[config.mk]
export PLATFORM = sky130hd
export DESIGN_NAME = bcd2bin_seq
export DESIGN_NICKNAME = d
export VERILOG_FILES = /design/src/rtl/bcd2bin_seq.sv
export SDC_FILE = /design/constraint.sdc
export NUM_CORES = 1
export LEC_CHECK = 0
export CAP_MARGIN = 30
export CELL_PAD_IN_SITES_DETAIL_PLACEMENT = 0
export CELL_PAD_IN_SITES_GLOBAL_PLACEMENT = 1
export CORE_MARGIN = 4
export CORE_UTILIZATION = 47
export CTS_BUF_LIST = sky130_fd_sc_hd__clkbuf_8
export DETAILED_ROUTE_END_ITERATION = 16
export PLACE_DENSITY = 0.89
export SLEW_MARGIN = 20
export SYNTH_ARGS = -nofsm -noshare
export SYNTH_HDL_FRONTEND = slang
export SYNTH_SLANG_ARGS = --single-unit
[constraint.sdc]
create_clock -name i_clk -period 3.27 [get_ports i_clk]
set_clock_uncertainty 0.05 [all_clocks]
set_input_delay 0.4905 -clock i_clk [delete_from_list [all_inputs] [get_ports i_clk]]
set_output_delay 0.4905 -clock i_clk [all_outputs]
set_load 0.01 [all_outputs]
[src/rtl/bcd2bin_seq.sv]
// -----------------------------------------------------------------------------
// bcd2bin_seq
//   Sequential packed-BCD to binary converter (reverse double-dabble).
//   One shift per clock. A conversion is started with i_start and signalled
//   complete with a one-cycle o_done pulse.
//
//   Ports
//     i_clk     : system clock, rising edge
//     i_rst     : synchronous reset, active-high
//     i_start   : level, sampled only while idle; begins a conversion
//     i_bcd     : packed BCD, digit 0 in [3:0]; captured on an accepted start
//     o_busy    : high while a conversion is in progress
//     o_done    : one-cycle pulse when o_binary/o_err/o_ovf are updated
//     o_binary  : converted value, held until the next o_done
//     o_err     : last conversion contained a digit > 9
//     o_ovf     : last conversion exceeded 2**BIN_W-1 (o_binary saturated)
// -----------------------------------------------------------------------------
module bcd2bin_seq #(
    parameter int DIGITS = 5,
    parameter int BIN_W  = 16
) (
    input  logic                  i_clk,
    input  logic                  i_rst,
    input  logic                  i_start,
    input  logic [4*DIGITS-1:0]   i_bcd,
    output logic                  o_busy,
    output logic                  o_done,
    output logic [BIN_W-1:0]      o_binary,
    output logic                  o_err,
    output logic                  o_ovf
);

    localparam int WORK_W = 4 * DIGITS;
    // Working value widened so the overflow test is valid even when the
    // BCD range fits entirely inside BIN_W (overflow then never fires).
    localparam int EXT_W  = (WORK_W > BIN_W) ? WORK_W : BIN_W;
    localparam int CNT_W  = $clog2(WORK_W + 1);

    localparam logic [1:0] S_IDLE  = 2'd0;
    localparam logic [1:0] S_CHECK = 2'd1;
    localparam logic [1:0] S_SHIFT = 2'd2;
    localparam logic [1:0] S_DONE  = 2'd3;

    logic [1:0]        state_q,  state_d;
    logic [WORK_W-1:0] bcd_q,    bcd_d;
    logic [WORK_W-1:0] bin_q,    bin_d;
    logic [CNT_W-1:0]  count_q,  count_d;
    logic              busy_q,   busy_d;
    logic              done_q,   done_d;
    logic [BIN_W-1:0]  binary_q, binary_d;
    logic              err_q,    err_d;
    logic              ovf_q,    ovf_d;

    function automatic logic has_bad_digit(input logic [WORK_W-1:0] bcd);
        logic bad;
        bad = 1'b0;
        for (int i = 0; i < DIGITS; i++) begin
            if (bcd[4*i +: 4] > 4'd9) bad = 1'b1;
        end
        return bad;
    endfunction

    // One reverse double-dabble step: shift {bcd,bin} right, then pull every
    // BCD digit that now reads >= 8 back by 3 so it stays a valid decimal digit
    // after halving.
    function automatic logic [2*WORK_W-1:0] shift_step(input logic [WORK_W-1:0] bcd,
                                                       input logic [WORK_W-1:0] bin);
        logic [2*WORK_W-1:0] w;
        logic [3:0]          d;
        w = {bcd, bin} >> 1;
        for (int i = 0; i < DIGITS; i++) begin
            d = w[WORK_W + 4*i +: 4];
            if (d >= 4'd8) w[WORK_W + 4*i +: 4] = d - 4'd3;
        end
        return w;
    endfunction

    function automatic logic is_over(input logic [EXT_W-1:0] v);
        return (v >> BIN_W) != '0;
    endfunction

    function automatic logic [BIN_W-1:0] sat_bin(input logic [EXT_W-1:0] v);
        return is_over(v) ? {BIN_W{1'b1}} : v[BIN_W-1:0];
    endfunction

    always_comb begin
        state_d  = state_q;
        bcd_d    = bcd_q;
        bin_d    = bin_q;
        count_d  = count_q;
        busy_d   = busy_q;
        done_d   = 1'b0;
        binary_d = binary_q;
        err_d    = err_q;
        ovf_d    = ovf_q;

        case (state_q)
            S_IDLE: begin
                if (i_start) begin
                    bcd_d   = i_bcd;
                    bin_d   = '0;
                    count_d = '0;
                    busy_d  = 1'b1;
                    state_d = S_CHECK;
                end
            end
            S_CHECK: begin
                // Bad digits short-circuit straight to a completed error result.
                if (has_bad_digit(bcd_q)) begin
                    done_d   = 1'b1;
                    busy_d   = 1'b0;
                    binary_d = '0;
                    err_d    = 1'b1;
                    ovf_d    = 1'b0;
                    state_d  = S_IDLE;
                end else begin
                    {bcd_d, bin_d} = shift_step(bcd_q, bin_q);
                    count_d        = CNT_W'(1);
                    state_d        = S_SHIFT;
                end
            end
            S_SHIFT: begin
                {bcd_d, bin_d} = shift_step(bcd_q, bin_q);
                count_d        = count_q + CNT_W'(1);
                if (count_q == CNT_W'(WORK_W - 1)) state_d = S_DONE;
            end
            S_DONE: begin
                done_d   = 1'b1;
                busy_d   = 1'b0;
                binary_d = sat_bin(EXT_W'(bin_q));
                ovf_d    = is_over(EXT_W'(bin_q));
                err_d    = 1'b0;
                state_d  = S_IDLE;
            end
            default: state_d = S_IDLE;
        endcase
    end

    always_ff @(posedge i_clk) begin
        if (i_rst) begin
            state_q  <= S_IDLE;
            bcd_q    <= '0;
            bin_q    <= '0;
            count_q  <= '0;
            busy_q   <= 1'b0;
            done_q   <= 1'b0;
            binary_q <= '0;
            err_q    <= 1'b0;
            ovf_q    <= 1'b0;
        end else begin
            state_q  <= state_d;
            bcd_q    <= bcd_d;
            bin_q    <= bin_d;
            count_q  <= count_d;
            busy_q   <= busy_d;
            done_q   <= done_d;
            binary_q <= binary_d;
            err_q    <= err_d;
            ovf_q    <= ovf_d;
        end
    end

    assign o_busy   = busy_q;
    assign o_done   = done_q;
    assign o_binary = binary_q;
    assign o_err    = err_q;
    assign o_ovf    = ovf_q;

endmodule

==> flow_metrics.env, run 1 <==
# yosys + openroad results
export IMPL_outcome="complete, no violations"
export IMPL_ys_sh_mux_pct=10.8
export IMPL_final_worst_path_cycle_share_pct=77.2
export IMPL_crit_path_max_fanout=15
export IMPL_fin_worst_hold_slack_ns=0.411
export IMPL_p_seq_mw=1.10
export IMPL_cts_tree="yes"
export IMPL_synthesis_instances=375
export IMPL_met1_global_route_usage_pct=23.0
export IMPL_maxUsedRoutingLayer="met4"
export IMPL_post_synth_and_or_nand_nor_area_fraction_pct=17.1
export IMPL_cts_reportedPaths_clkPinSlew_ns=0.07
export IMPL_hold_path_startpoint="o_binary[5]"
export IMPL_timing_fmax_mhz=396
export IMPL_layout_top_cell="sky130_fd_sc_hd__dfxtp_1"
export IMPL_cp_num_cells=6
export IMPL_synth_largest_type_area_fraction_pct=39.0
export IMPL_reg2reg_depth=6
export IMPL_gpl_final_weighted_congestion=0.788
export IMPL_timing_rr_end="bcd_q[0]"
export IMPL_grt_usage_pct=17.8
export IMPL_data_arrival_time_of_the_critical_path_ns=2.75
export IMPL_fp_utilization_pct=49.5
export IMPL_rows=30
export IMPL_port_buffer_count=42
export IMPL_setup_tns_final_ns=0
export IMPL_combPwrFrac_pct=42.4
export IMPL_drt_pass1_iter_count=4
export IMPL_ys_sh_aoi_pct=19.9
export IMPL_crit_type="flop to flop"
export IMPL_post_cts_resized=0
export IMPL_standard_cell_with_the_maximum_stage_delay_on_the_critical_path="sky130_fd_sc_hd__a21oi_4"
export IMPL_grt_antenna_before_repair=0
export IMPL_worstSetupStartpointType="flop"
export IMPL_worst_pin_slew_ns=0.642
export IMPL_layout_buffer_nonclock_area_share_pct=11.6
export IMPL_clock_tree_buffer_depth=2
export IMPL_seqPwrFrac_pct=37.2
export IMPL_synth_cell_area_um2=3440
export IMPL_area_share_combinational_pct=46.7
export IMPL_yosys_warnings=0
export IMPL_yosys_most_used_dff="sky130_fd_sc_hd__dfxtp_1"
export IMPL_final_hold_viol_count=0
export IMPL_yosys_cells=375
export IMPL_fraction_of_final_layout_cells_with_drive_strength_greater_than_1_pct=7.54
export IMPL_cell_internal_pwr_mw=1.76
export IMPL_crit_start="state_q[0]"
export IMPL_period_minus_slack_ns=2.53
export IMPL_synth_edff_count=0
export IMPL_holdCritPathClass="flop to flop"
export IMPL_grt_use_met3_pct=5.15
export IMPL_die_size_x_um=93.5
export IMPL_p_total_mw=2.95
export IMPL_largest_area_contributor_in_the_netlist="sky130_fd_sc_hd__dfxtp_1"
export IMPL_seq_total_area_pct=33.1
export IMPL_maxSlewHeadroom_pct=57.1
export IMPL_synth_top_cells_by_area="sky130_fd_sc_hd__dfxtp_1 39%, sky130_fd_sc_hd__mux2i_1 11%, sky130_fd_sc_hd__ha_1 5.1%"
export IMPL_seq_area_um2=1340
export IMPL_wl_met3_um=294
export IMPL_n_all_buffers=47
export IMPL_place_worst_setup_slack_ns=0.747
export IMPL_layout_top_cells_excl_fill_tap="67 x sky130_fd_sc_hd__dfxtp_1, 46 x sky130_fd_sc_hd__nand2_1, 42 x sky130_fd_sc_hd__clkdlybuf4s50_1, 37 x sky130_fd_sc_hd__mux2i_1, 27 x sky130_fd_sc_hd__nand3_1"
export IMPL_synth_ff_latch_count=67
export IMPL_grt_max_degree=60
export IMPL_end_kind="flop"
export IMPL_dominant_cells="multi-input combinational cells"
export IMPL_synth_adder_area_share_pct=5.09
export IMPL_power_switching_fraction_pct=40.3
export IMPL_rr_startpoint="state_q[0]"
export IMPL_grtUsageMet2_pct=29.2
export IMPL_root_buffer="sky130_fd_sc_hd__clkbuf_8"
export IMPL_dr_wl_met2_um=3530
export IMPL_setup_viol=0
export IMPL_cp_cell_sequence="inv_1 > ha_1 > or3_4 > and3_1 > a21oi_4 > mux2i_1"
export IMPL_final_fill_count=626
export IMPL_n_multi_input_combinational_cell=266
export IMPL_clock_sink_count=67
Figure 1. Sizing map (run 1).
Scale bar: 20 µm.
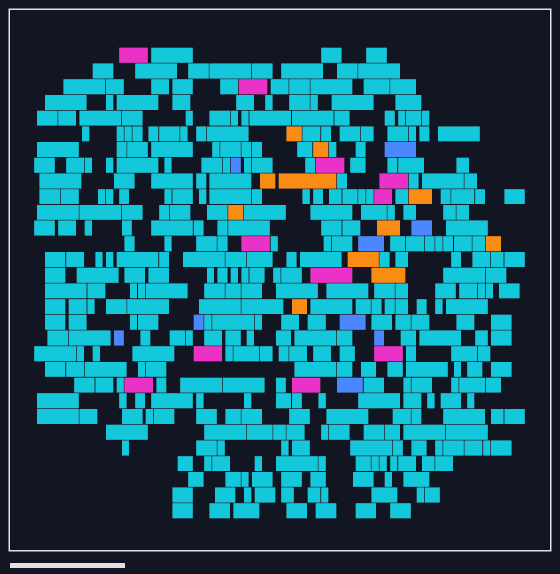
legend:
  drive 1 or less:
    color: cyan
    cells: 380
  drive 3 to 4:
    color: orange
    cells: 11
  drive 2:
    color: blue
    cells: 9
  drive 6 and up:
    color: magenta
    cells: 11

Figure 2. Register map, names as in the netlist (run 1).
Scale bar: 20 µm. Other sequential cells in the stronger gray, the rest of the logic in the fainter gray.
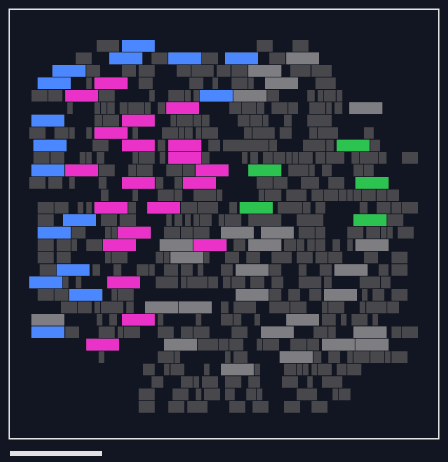
legend:
  `o_binary`:
    color: blue
    flops: 16
  `bin_q`:
    color: magenta
    flops: 20
  `count_q`:
    color: green
    flops: 5
    where: east

Figure 3. Clock routing (run 1).
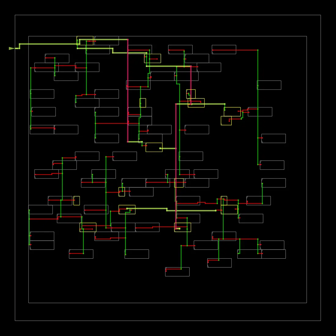
insertion delay at the late pin of the worst-skew pair: 0.35 ns
number of clock-tree buffers in the layout: 9
number of buffers added by the clock tree synthesis step: 9
sequential cells: 67

Figure 4. Wiring by layer (run 1).
Scale bar: 20 µm.
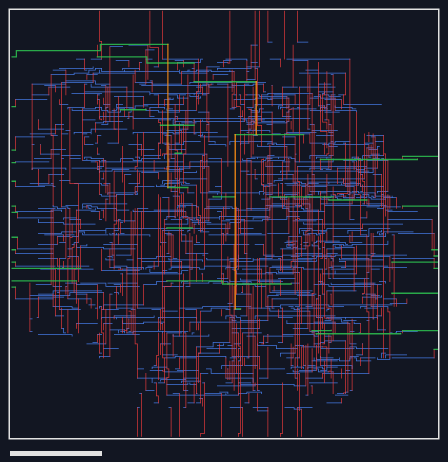
legend:
  met2:
    color: red
    wire_length: 3,530 µm
  met1:
    color: blue
    wire_length: 3,500 µm
  met3:
    color: green
    wire_length: 294 µm
  met4:
    color: orange
    wire_length: 80.9 µm
drt total wl: 7410 µm
Vias: 2,757

==> run 2: changes to the inputs <==
--- a/config.mk
+++ b/config.mk
@@ -9,10 +9,10 @@
 export CELL_PAD_IN_SITES_DETAIL_PLACEMENT = 0
 export CELL_PAD_IN_SITES_GLOBAL_PLACEMENT = 1
 export CORE_MARGIN = 4
-export CORE_UTILIZATION = 47
+export CORE_UTILIZATION = 44
 export CTS_BUF_LIST = sky130_fd_sc_hd__clkbuf_8
 export DETAILED_ROUTE_END_ITERATION = 16
-export PLACE_DENSITY = 0.89
+export PLACE_DENSITY = 0.84
 export SLEW_MARGIN = 20
 export SYNTH_ARGS = -nofsm -noshare
 export SYNTH_HDL_FRONTEND = slang
==> constraint.sdc (replaced) <==
create_clock -name i_clk -period 2.5 [get_ports i_clk]
set_clock_uncertainty 0.05 [all_clocks]
set_input_delay 0.375 -clock i_clk [delete_from_list [all_inputs] [get_ports i_clk]]
set_output_delay 0.375 -clock i_clk [all_outputs]
set_load 0.01 [all_outputs]
Figure 5. Clock routing (run 2).
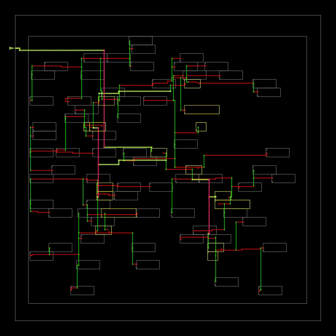
number of clock-tree buffers in the layout: 10
clock distribution power: 1.13 mW
insertion delay at the late pin of the worst-skew pair: 0.34 ns
Clock Sink Count: 67

Figure 6. Wiring by layer (run 2).
Scale bar: 20 µm.
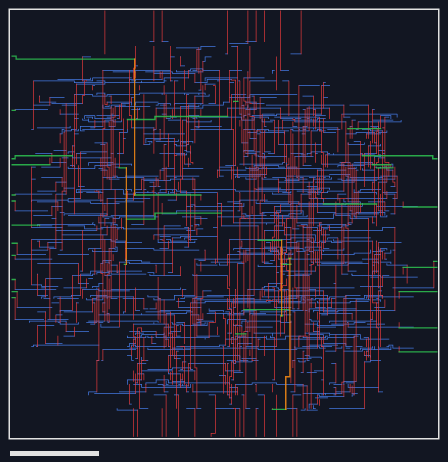
average wire per standard cell: 14.3 µm
total track usage: 18.0%
Vias: 2,827
drt total wl: 7470 µm

==> flow_metrics.env, run 2 <==
# yosys + openroad results
export IMPL_crit_type="flop to flop"
export IMPL_grt_pass1_wl_um=13200
export IMPL_design_area_um2=4200
export IMPL_gpl_final_weighted_congestion=0.833
export IMPL_layoutNonFillerInstCount=521
export IMPL_dominant_cells="multi-input combinational cells"
export IMPL_power_switching_fraction_pct=37.0
export IMPL_post_cts_hold_buffer_count=0
export IMPL_fin_worst_hold_slack_ns=0.414
export IMPL_mappedNetlistNets=412
export IMPL_cts_reportedPaths_clkPinSlew_ns=0.08
export IMPL_maxUsedRoutingLayer="met4"
export IMPL_synth_largest_type_area_fraction_pct=39.0
export IMPL_yosys_most_used_dff="sky130_fd_sc_hd__dfxtp_1"
export IMPL_die_area_um2=9290
export IMPL_busiest_layer="met2"
export IMPL_ys_top_cells_by_count="67 x sky130_fd_sc_hd__dfxtp_1, 46 x sky130_fd_sc_hd__nand2_1, 37 x sky130_fd_sc_hd__mux2i_1"
export IMPL_grt_antenna_before_repair=0
export IMPL_asyncSetResetFlopFracSynth_pct=0
export IMPL_root_buffer="sky130_fd_sc_hd__clkbuf_8"
export IMPL_standard_cell_with_the_maximum_stage_delay_on_the_critical_path="sky130_fd_sc_hd__dfxtp_1"
export IMPL_end_kind="flop"
export IMPL_vias_in_the_first_global_route=2729
export IMPL_final_worst_path_cycle_share_pct=93.5
export IMPL_n_all_buffers=58
export IMPL_ys_sh_mux_pct=10.8
export IMPL_worst_r2r_setup_slack_ns=0.16
export IMPL_final_hold_viol_count=0
export IMPL_setup_tns_final_ns=0
export IMPL_setup_ws_ns=0.163
export IMPL_layout_clock_cell_area_share_pct=5.95
export IMPL_layout_buffer_nonclock_area_share_pct=12.9
export IMPL_finalNetCount=454
export IMPL_tapcell_inserted=99
export IMPL_outcome="complete, no violations"
export IMPL_area_share_combinational_pct=45.0
export IMPL_cp_slowest_stage_delay_ns=0.41
export IMPL_cell_internal_pwr_mw=2.70
export IMPL_layout_top_cells_excl_fill_tap="67 x sky130_fd_sc_hd__dfxtp_1, 46 x sky130_fd_sc_hd__nand2_1, 42 x sky130_fd_sc_hd__clkdlybuf4s50_1, 37 x sky130_fd_sc_hd__mux2i_1, 27 x sky130_fd_sc_hd__nand3_1"
export IMPL_cp_endpoint="bcd_q[4]"
export IMPL_grt_overflow_total=0
export IMPL_synth_top_cells_by_area="sky130_fd_sc_hd__dfxtp_1 39%, sky130_fd_sc_hd__mux2i_1 11%, sky130_fd_sc_hd__ha_1 5.1%"
export IMPL_drv_max_cap_violation_count=0
export IMPL_rows=31
export IMPL_rr_startpoint="state_q[0]"
export IMPL_fraction_of_final_layout_cells_with_drive_strength_greater_than_1_pct=9.95
export IMPL_post_synth_and_or_nand_nor_area_fraction_pct=17.1
export IMPL_yosys_warnings=0
export IMPL_antenna_diode_count=0
export IMPL_timing_fmax_mhz=428
export IMPL_seq_total_area_pct=31.9
export IMPL_hold_path_startpoint="o_binary[12]"
export IMPL_post_cts_resized=0
export IMPL_power_ir_vdd_worst_mv=0.418
export IMPL_post_synth_cell_area_avg_um2=9.17
export IMPL_ioPinCount=43
export IMPL_placed_cells=505
export IMPL_synth_ff_latch_count=67
export IMPL_p_seq_mw=1.44
export IMPL_detailedPlacementHpwl_um=5060
export IMPL_synth_edff_count=0
export IMPL_grt_use_met3_pct=4.34
export IMPL_grtUsageMet2_pct=27.9
export IMPL_p_leak_nw=1.61
export IMPL_synthesis_instances=375
export IMPL_place_worst_setup_slack_ns=0.189
export IMPL_cp_top_family="simple AND/OR/NAND/NOR gates"
export IMPL_clock_tree_buffer_depth=2
export IMPL_netlist_logic_family_top="AND-OR/OR-AND gates"
export IMPL_xor_share_pct=2.04
export IMPL_wl_met1_um=3650
export IMPL_seqPwrFrac_pct=33.6
export IMPL_grt_max_degree=42
export IMPL_slew_violations=0
export IMPL_switching_power_mw=1.58
export IMPL_worstSetupStartpointType="flop"
export IMPL_yosys_stat_area_um2=3440
export IMPL_synth_cell_area_um2=3440
export IMPL_data_arrival_time_of_the_critical_path_ns=2.55
export IMPL_worst_pin_slew_ns=0.541
export IMPL_fp_utilization_pct=46.4
export IMPL_combPwrFrac_pct=40.1
export IMPL_worst_hold_path_num_cells=1
export IMPL_cp_num_cells=7
export IMPL_reg2reg_depth=7
export IMPL_warnings=38
export IMPL_timing_rr_end="bcd_q[4]"
export IMPL_crit_path_max_fanout=10
export IMPL_power_combinational_mw=1.71
export IMPL_yosys_cells=375
export IMPL_flop_count=67
export IMPL_syn2layout_area_growth_pct=22.3
export IMPL_detailed_place_area_um2=3950
export IMPL_dr_wl_met2_um=3480
export IMPL_wl_met3_um=236
export IMPL_cts_buffers=9
export IMPL_layout_core_utilization_pct=56.7
export IMPL_floorplan_core_area_um2=7410
export IMPL_antenna_violating_nets_left=0
export IMPL_cp_cell_sequence="inv_1 > ha_1 > or3_4 > and3_1 > a21oi_4 > buf_4 > mux2i_1"
export IMPL_largest_area_contributor_in_the_netlist="sky130_fd_sc_hd__dfxtp_1"
export IMPL_seq_area_um2=1340
export IMPL_layout_top_cell="sky130_fd_sc_hd__dfxtp_1"
export IMPL_cp_data_required_time_ns=2.71
export IMPL_largestPowerGroup="combinational cells"
export IMPL_n_all_inverters=15
export IMPL_logic_area_um2=1890
export IMPL_rsz0062_at_grt="false"
export IMPL_drt_pass1_iter_count=4
export IMPL_final_fill_count=673
export IMPL_maxSlewHeadroom_pct=63.9
export IMPL_n_multi_input_combinational_cell=266
export IMPL_chipHeight_um=96.4
export IMPL_crit_start="state_q[0]"
export IMPL_period_minus_slack_ns=2.34
export IMPL_synth_sequential_area_ratio_pct=39.0
export IMPL_power_density_nw_per_um2=1020
export IMPL_remaining_drc_errors=0
export IMPL_cts_tree="yes"
export IMPL_die_size_x_um=96.4
export IMPL_holdCritPathClass="flop to flop"
export IMPL_p_total_mw=4.28
export IMPL_met1_global_route_usage_pct=24.5
export IMPL_ys_sh_aoi_pct=19.9
export IMPL_synth_dominant_cell_count="sky130_fd_sc_hd__dfxtp_1"
export IMPL_synth_adder_area_share_pct=5.09
export IMPL_setup_viol=0
export IMPL_timing_critical_path_buf_inv=2
export IMPL_port_buffer_count=42
Power is estimated from default activity; no workload was simulated.
